--- config.mk ---
export PLATFORM = sky130hd
export DESIGN_NAME = instr_decode_queue
export DESIGN_NICKNAME = d
export VERILOG_FILES = /design/src/rtl/instr_decode_queue.sv
export SDC_FILE = /design/constraint.sdc
export NUM_CORES = 1
export LEC_CHECK = 0
export ABC_AREA = 1
export CAP_MARGIN = 20
export CORE_UTILIZATION = 61
export DETAILED_ROUTE_END_ITERATION = 8
export PLACE_DENSITY = 0.89
export SLEW_MARGIN = 40
export SYNTH_ARGS = -nofsm -noshare
export SYNTH_HDL_FRONTEND = slang
export SYNTH_SLANG_ARGS = --single-unit
--- constraint.sdc ---
create_clock -name clk -period 2.76 [get_ports clk]
set_input_delay 0.276 -clock clk [delete_from_list [all_inputs] [get_ports clk]]
set_output_delay 0.276 -clock clk [all_outputs]
set_load 0.01 [all_outputs]
--- src/rtl/instr_decode_queue.sv ---
// MIPS32 instruction decoder feeding a DEPTH-entry FIFO of {one-hot code, illegal, word, pc}.
// Optional illegal-encoding counter enabled by defining DECODE_ILLEGAL_CNT_EN.
module instr_decode_queue #(
    parameter int DEPTH = 4,
    parameter int PC_W  = 32
) (
    input  logic                       clk,
    input  logic                       rst_n,
    input  logic                       flush,
    input  logic                       in_valid,
    output logic                       in_ready,
    input  logic [31:0]                in_instr,
    input  logic [PC_W-1:0]            in_pc,
    output logic                       out_valid,
    input  logic                       out_ready,
    output logic [31:0]                out_code,
    output logic                       out_illegal,
    output logic [31:0]                out_instr,
    output logic [PC_W-1:0]            out_pc,
    output logic [$clog2(DEPTH):0]     level,
    output logic [15:0]                illegal_cnt
);
    localparam int AW = $clog2(DEPTH);
    localparam int LW = AW + 1;

    logic [31:0]   dec_code;
    logic          dec_illegal;
    logic [AW-1:0] wr_ptr_reg, rd_ptr_reg;
    logic [LW-1:0] level_reg;
    logic          push, pop;

    logic [31:0]     code_mem  [DEPTH];
    logic            ill_mem   [DEPTH];
    logic [31:0]     instr_mem [DEPTH];
    logic [PC_W-1:0] pc_mem    [DEPTH];

    // Funct is only consulted for SPECIAL (opcode 000000).
    always_comb begin
        dec_code = '0;
        case (in_instr[31:26])
            6'h00: begin
                case (in_instr[5:0])
                    6'h20: dec_code[0]  = 1'b1;
                    6'h21: dec_code[1]  = 1'b1;
                    6'h22: dec_code[2]  = 1'b1;
                    6'h23: dec_code[3]  = 1'b1;
                    6'h24: dec_code[4]  = 1'b1;
                    6'h25: dec_code[5]  = 1'b1;
                    6'h26: dec_code[6]  = 1'b1;
                    6'h27: dec_code[7]  = 1'b1;
                    6'h2A: dec_code[8]  = 1'b1;
                    6'h2B: dec_code[9]  = 1'b1;
                    6'h00: dec_code[10] = 1'b1;
                    6'h02: dec_code[11] = 1'b1;
                    6'h03: dec_code[12] = 1'b1;
                    6'h04: dec_code[13] = 1'b1;
                    6'h06: dec_code[14] = 1'b1;
                    6'h07: dec_code[15] = 1'b1;
                    6'h08: dec_code[16] = 1'b1;
                    default: dec_code = '0;
                endcase
            end
            6'h08: dec_code[17] = 1'b1;
            6'h09: dec_code[18] = 1'b1;
            6'h0C: dec_code[19] = 1'b1;
            6'h0D: dec_code[20] = 1'b1;
            6'h0E: dec_code[21] = 1'b1;
            6'h23: dec_code[22] = 1'b1;
            6'h2B: dec_code[23] = 1'b1;
            6'h04: dec_code[24] = 1'b1;
            6'h05: dec_code[25] = 1'b1;
            6'h0A: dec_code[26] = 1'b1;
            6'h0B: dec_code[27] = 1'b1;
            6'h0F: dec_code[28] = 1'b1;
            6'h02: dec_code[29] = 1'b1;
            6'h03: dec_code[30] = 1'b1;
            default: dec_code = '0;
        endcase
    end

    assign dec_illegal = (dec_code == '0);

    assign in_ready  = (level_reg != LW'(DEPTH));
    assign out_valid = (level_reg != '0);
    assign push      = in_valid && in_ready && !flush;
    assign pop       = out_valid && out_ready && !flush;
    assign level     = level_reg;

    always_ff @(posedge clk or negedge rst_n) begin
        if (!rst_n) begin
            wr_ptr_reg <= '0;
            rd_ptr_reg <= '0;
            level_reg  <= '0;
        end else if (flush) begin
            wr_ptr_reg <= '0;
            rd_ptr_reg <= '0;
            level_reg  <= '0;
        end else begin
            if (push) wr_ptr_reg <= wr_ptr_reg + 1'b1;
            if (pop)  rd_ptr_reg <= rd_ptr_reg + 1'b1;
            if (push && !pop)      level_reg <= level_reg + 1'b1;
            else if (pop && !push) level_reg <= level_reg - 1'b1;
        end
    end

    generate
        for (genvar gi = 0; gi < DEPTH; gi++) begin : g_entry
            always_ff @(posedge clk or negedge rst_n) begin
                if (!rst_n) begin
                    code_mem[gi]  <= '0;
                    ill_mem[gi]   <= 1'b0;
                    instr_mem[gi] <= '0;
                    pc_mem[gi]    <= '0;
                end else if (push && (wr_ptr_reg == AW'(gi))) begin
                    code_mem[gi]  <= dec_code;
                    ill_mem[gi]   <= dec_illegal;
                    instr_mem[gi] <= in_instr;
                    pc_mem[gi]    <= in_pc;
                end
            end
        end
    endgenerate

    // Head fields are read straight from the entry registers, so they hold while stalled.
    assign out_code    = code_mem[rd_ptr_reg];
    assign out_illegal = ill_mem[rd_ptr_reg];
    assign out_instr   = instr_mem[rd_ptr_reg];
    assign out_pc      = pc_mem[rd_ptr_reg];

`ifdef DECODE_ILLEGAL_CNT_EN
    logic [15:0] illegal_cnt_reg;

    always_ff @(posedge clk or negedge rst_n) begin
        if (!rst_n)
            illegal_cnt_reg <= '0;
        else if (push && dec_illegal && (illegal_cnt_reg != 16'hFFFF))
            illegal_cnt_reg <= illegal_cnt_reg + 16'd1;
    end

    assign illegal_cnt = illegal_cnt_reg;
`else
    assign illegal_cnt = '0;
`endif

endmodule
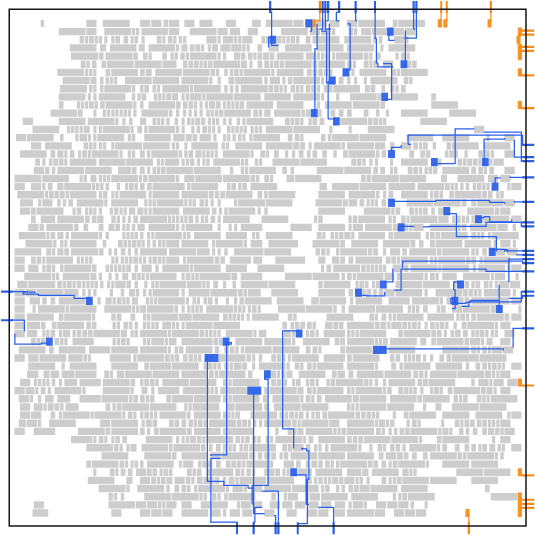
**Above:** nets reached from selected ports.
Drawn at 3 px/um.
- illegal_cnt: orange (bits 16; direction output; edge 11 east, 4 north, 1 south; end cells 16; buffers 0; wire 39.2 um)
- out_instr: blue (bits 32; direction output; edge 15 east, 9 north, 6 south, 2 west; end cells 32; buffers 32; wire 1,190 um)
Port Buffer Count: 169
number of top-level design ports: 187

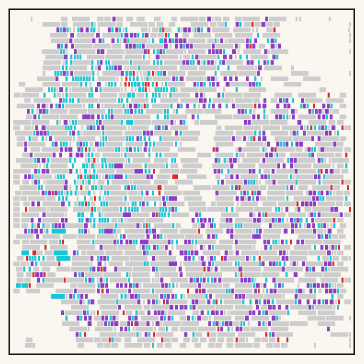
**Above:** gate-type map.
Drawn at 2 px/um.
- inv cells: red (cells 90; most used inv_1; where widely spread)
- aoi and oai cells: purple (cells 604; most used o21ai_1; where widely spread)
- nand cells: cyan (cells 605; most used nand2_1; where widely spread)
logic share of the area: 0.322
leading cell type in the layout, fill and taps excluded: sky130_fd_sc_hd__nand2_1
count of placed standard cells in the final layout, fillers left out: 2,614

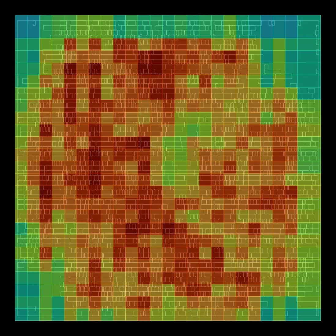
**Above:** congestion heat map.
Post-Route Utilization: 0.745
busiest layer in global routing: met2
average wire per standard cell: 19.3 um
combined global-route utilization of all metal layers: 0.340

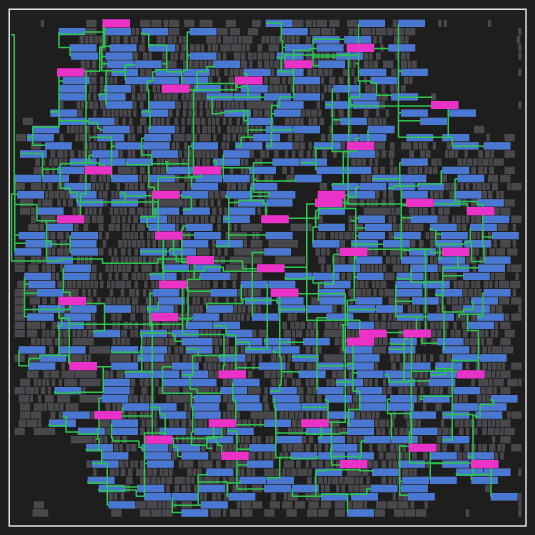
**Above:** routed clock nets over the placement.
Drawn at 3 px/um.
- clock wires: green (length 4,370 um)
- flip-flops: blue (count 391)
- clock-net drivers: magenta (count 40)
- flops lie: widely spread
- routed clock nets: 41
clock network fraction of total power: 0.251
power drawn by the clock network: 5.21 mW
Fin Clk Skew: 0.0174 ns
Late-Pin Clk Latency: 0.54 ns

==> impl_metrics.env <==
# physical design summary
export IMPL_status="finished with violations"
export IMPL_failed_checks="negative setup slack"
export IMPL_seq_area_frac=0.468
export IMPL_synth_yosys_seq_area_share=0.557
export IMPL_n_sequential_cell=391
export IMPL_hpwl_um=28700
export IMPL_ys_flops=391
export IMPL_antenna_cells=0
export IMPL_yosys_stat_chipArea_mm2=0.0176
export IMPL_synth_mux_area_fraction=0
export IMPL_fp_dieH_um=172
export IMPL_hold_slack_ns=0.308
export IMPL_syn_avg_cell_area_um2=8.35
export IMPL_worst_path_stages=5
export IMPL_cp_endpoint="out_instr[2]"
export IMPL_mappedNetlistArea_mm2=0.0176
export IMPL_r2r_path_start="level[1]"
export IMPL_power_leader="sequential cells"
export IMPL_max_slew_worst_pin_slew_ns=0.600
export IMPL_root_buffer="sky130_fd_sc_hd__clkbuf_16"
export IMPL_worst_ir_drop_vdd_mv=0.572
export IMPL_synth_area_leader_cell="sky130_fd_sc_hd__dfrtp_1"
export IMPL_crit_fanout=20
export IMPL_synth_cells_yosys=2106
export IMPL_core_rowCount=61
export IMPL_p_per_area_mw_per_mm2=992
export IMPL_report_final_slew_viol_count=0
export IMPL_synth_compound_gate_area_share=0.179
export IMPL_maximum_number_of_pins_on_one_net_before_global_route_repair=83
export IMPL_die_area_mm2=0.0295
export IMPL_number_of_buffers_between_clock_root_and_the_deepest_sink=3
export IMPL_synth_cell_types=29
export IMPL_multiInputGateArea_mm2=0.00674
export IMPL_fmax_mhz=360
export IMPL_die_width_um=172
export IMPL_cts_htree_levels=2
export IMPL_finalHoldViolCount=0
export IMPL_layout_area_overhead_vs_synth_pct=19.1
export IMPL_min_setup_slack_post_route_ns=-0.0205
export IMPL_stage_log_warnings=30
export IMPL_intPower_mw=13.7
export IMPL_drv_max_cap_violation_count=0
export IMPL_share_of_power_burned_in_combinational_logic=0.341
export IMPL_n_clock_buffer=59
export IMPL_postRouteWirelength_um=50400
export IMPL_ys_warn_count=0
export IMPL_timing_worst_setup_path_type="flop to primary output"
export IMPL_layout_nets=2287
export IMPL_power_combinational_total_mw=7.09
export IMPL_cts_inserted_buffers=40
export IMPL_grt_antenna_before_repair=0
export IMPL_layout_clock_cell_area_share=0.0591
export IMPL_post_synth_fa_ha_maj_area_fraction=0.00399
export IMPL_post_synth_main_area_contributors="sky130_fd_sc_hd__dfrtp_1, sky130_fd_sc_hd__nand2_1, sky130_fd_sc_hd__o21ai_1, sky130_fd_sc_hd__o21ai_0, sky130_fd_sc_hd__nor2_1"
export IMPL_core_util_floorplan=0.626
export IMPL_post_dp_area_mm2=0.0195
export IMPL_synth_logic_top_family="simple AND/OR/NAND/NOR gates"
export IMPL_non_clock_buffer_area_share=0.112
export IMPL_worst_r2r_path_depth=10
export IMPL_crit_path_cell_trace="inv_4 -> clkbuf_16 -> o21ai_0 -> o22ai_1 -> clkdlybuf4s50_1"
export IMPL_finalSetupViolations=1
export IMPL_signal_buffers=210
export IMPL_slowest_cell_on_the_critical_path="sky130_fd_sc_hd__clkdlybuf4s50_1"
export IMPL_firstDrtPassIters=6
export IMPL_drtIter0Drc=2211
export IMPL_remaining_antenna_violation_count=0
export IMPL_synth_top_cells_by_count="sky130_fd_sc_hd__nand2_1, sky130_fd_sc_hd__dfrtp_1, sky130_fd_sc_hd__o21ai_1, sky130_fd_sc_hd__nor2_1, sky130_fd_sc_hd__o21ai_0"
export IMPL_largest_incremental_delay_on_the_critical_path_ns=0.63
export IMPL_area_dominant_class="registers"
export IMPL_simple_share_synth=0.189
export IMPL_clkTransAtPathRegs_ns=0.06
export IMPL_fin_crit_sh=1.01
[metal layers]
layer / global-route usage / wire length, um / up-vias / part of all wire
met5: 0 / 0 / - / 0
met4: 0.159 / 2140 / 0 / 0.042
met3: 0.0541 / 5460 / 225 / 0.11
met2: 0.556 / 24000 / 1136 / 0.48
met1: 0.447 / 18900 / 7785 / 0.37
li1: - / - / 7101 / -
[per-stage QoR]
step | util | total power [mW]
2_1_floorplan | - | 12.1
3_3_place_gp | 0.694 | 14.8
4_1_cts | 0.740 | 20.5
6_report | 0.745 | 20.8
5_1_grt | 0.745 | 21.8
3_5_place_dp | 0.694 | 15.2
[repair_timing]
action                     4_1_cts  5_1_grt
hold buffers                     1        0
pin swaps                        1        3
gates resized                   12        9
setup buffers                    0        1
hold endpoints to repair        67        0
cloned                           0        4
setup endpoints to repair       13       67
Power figures rest on the tool's default switching activity, not on a simulated workload.
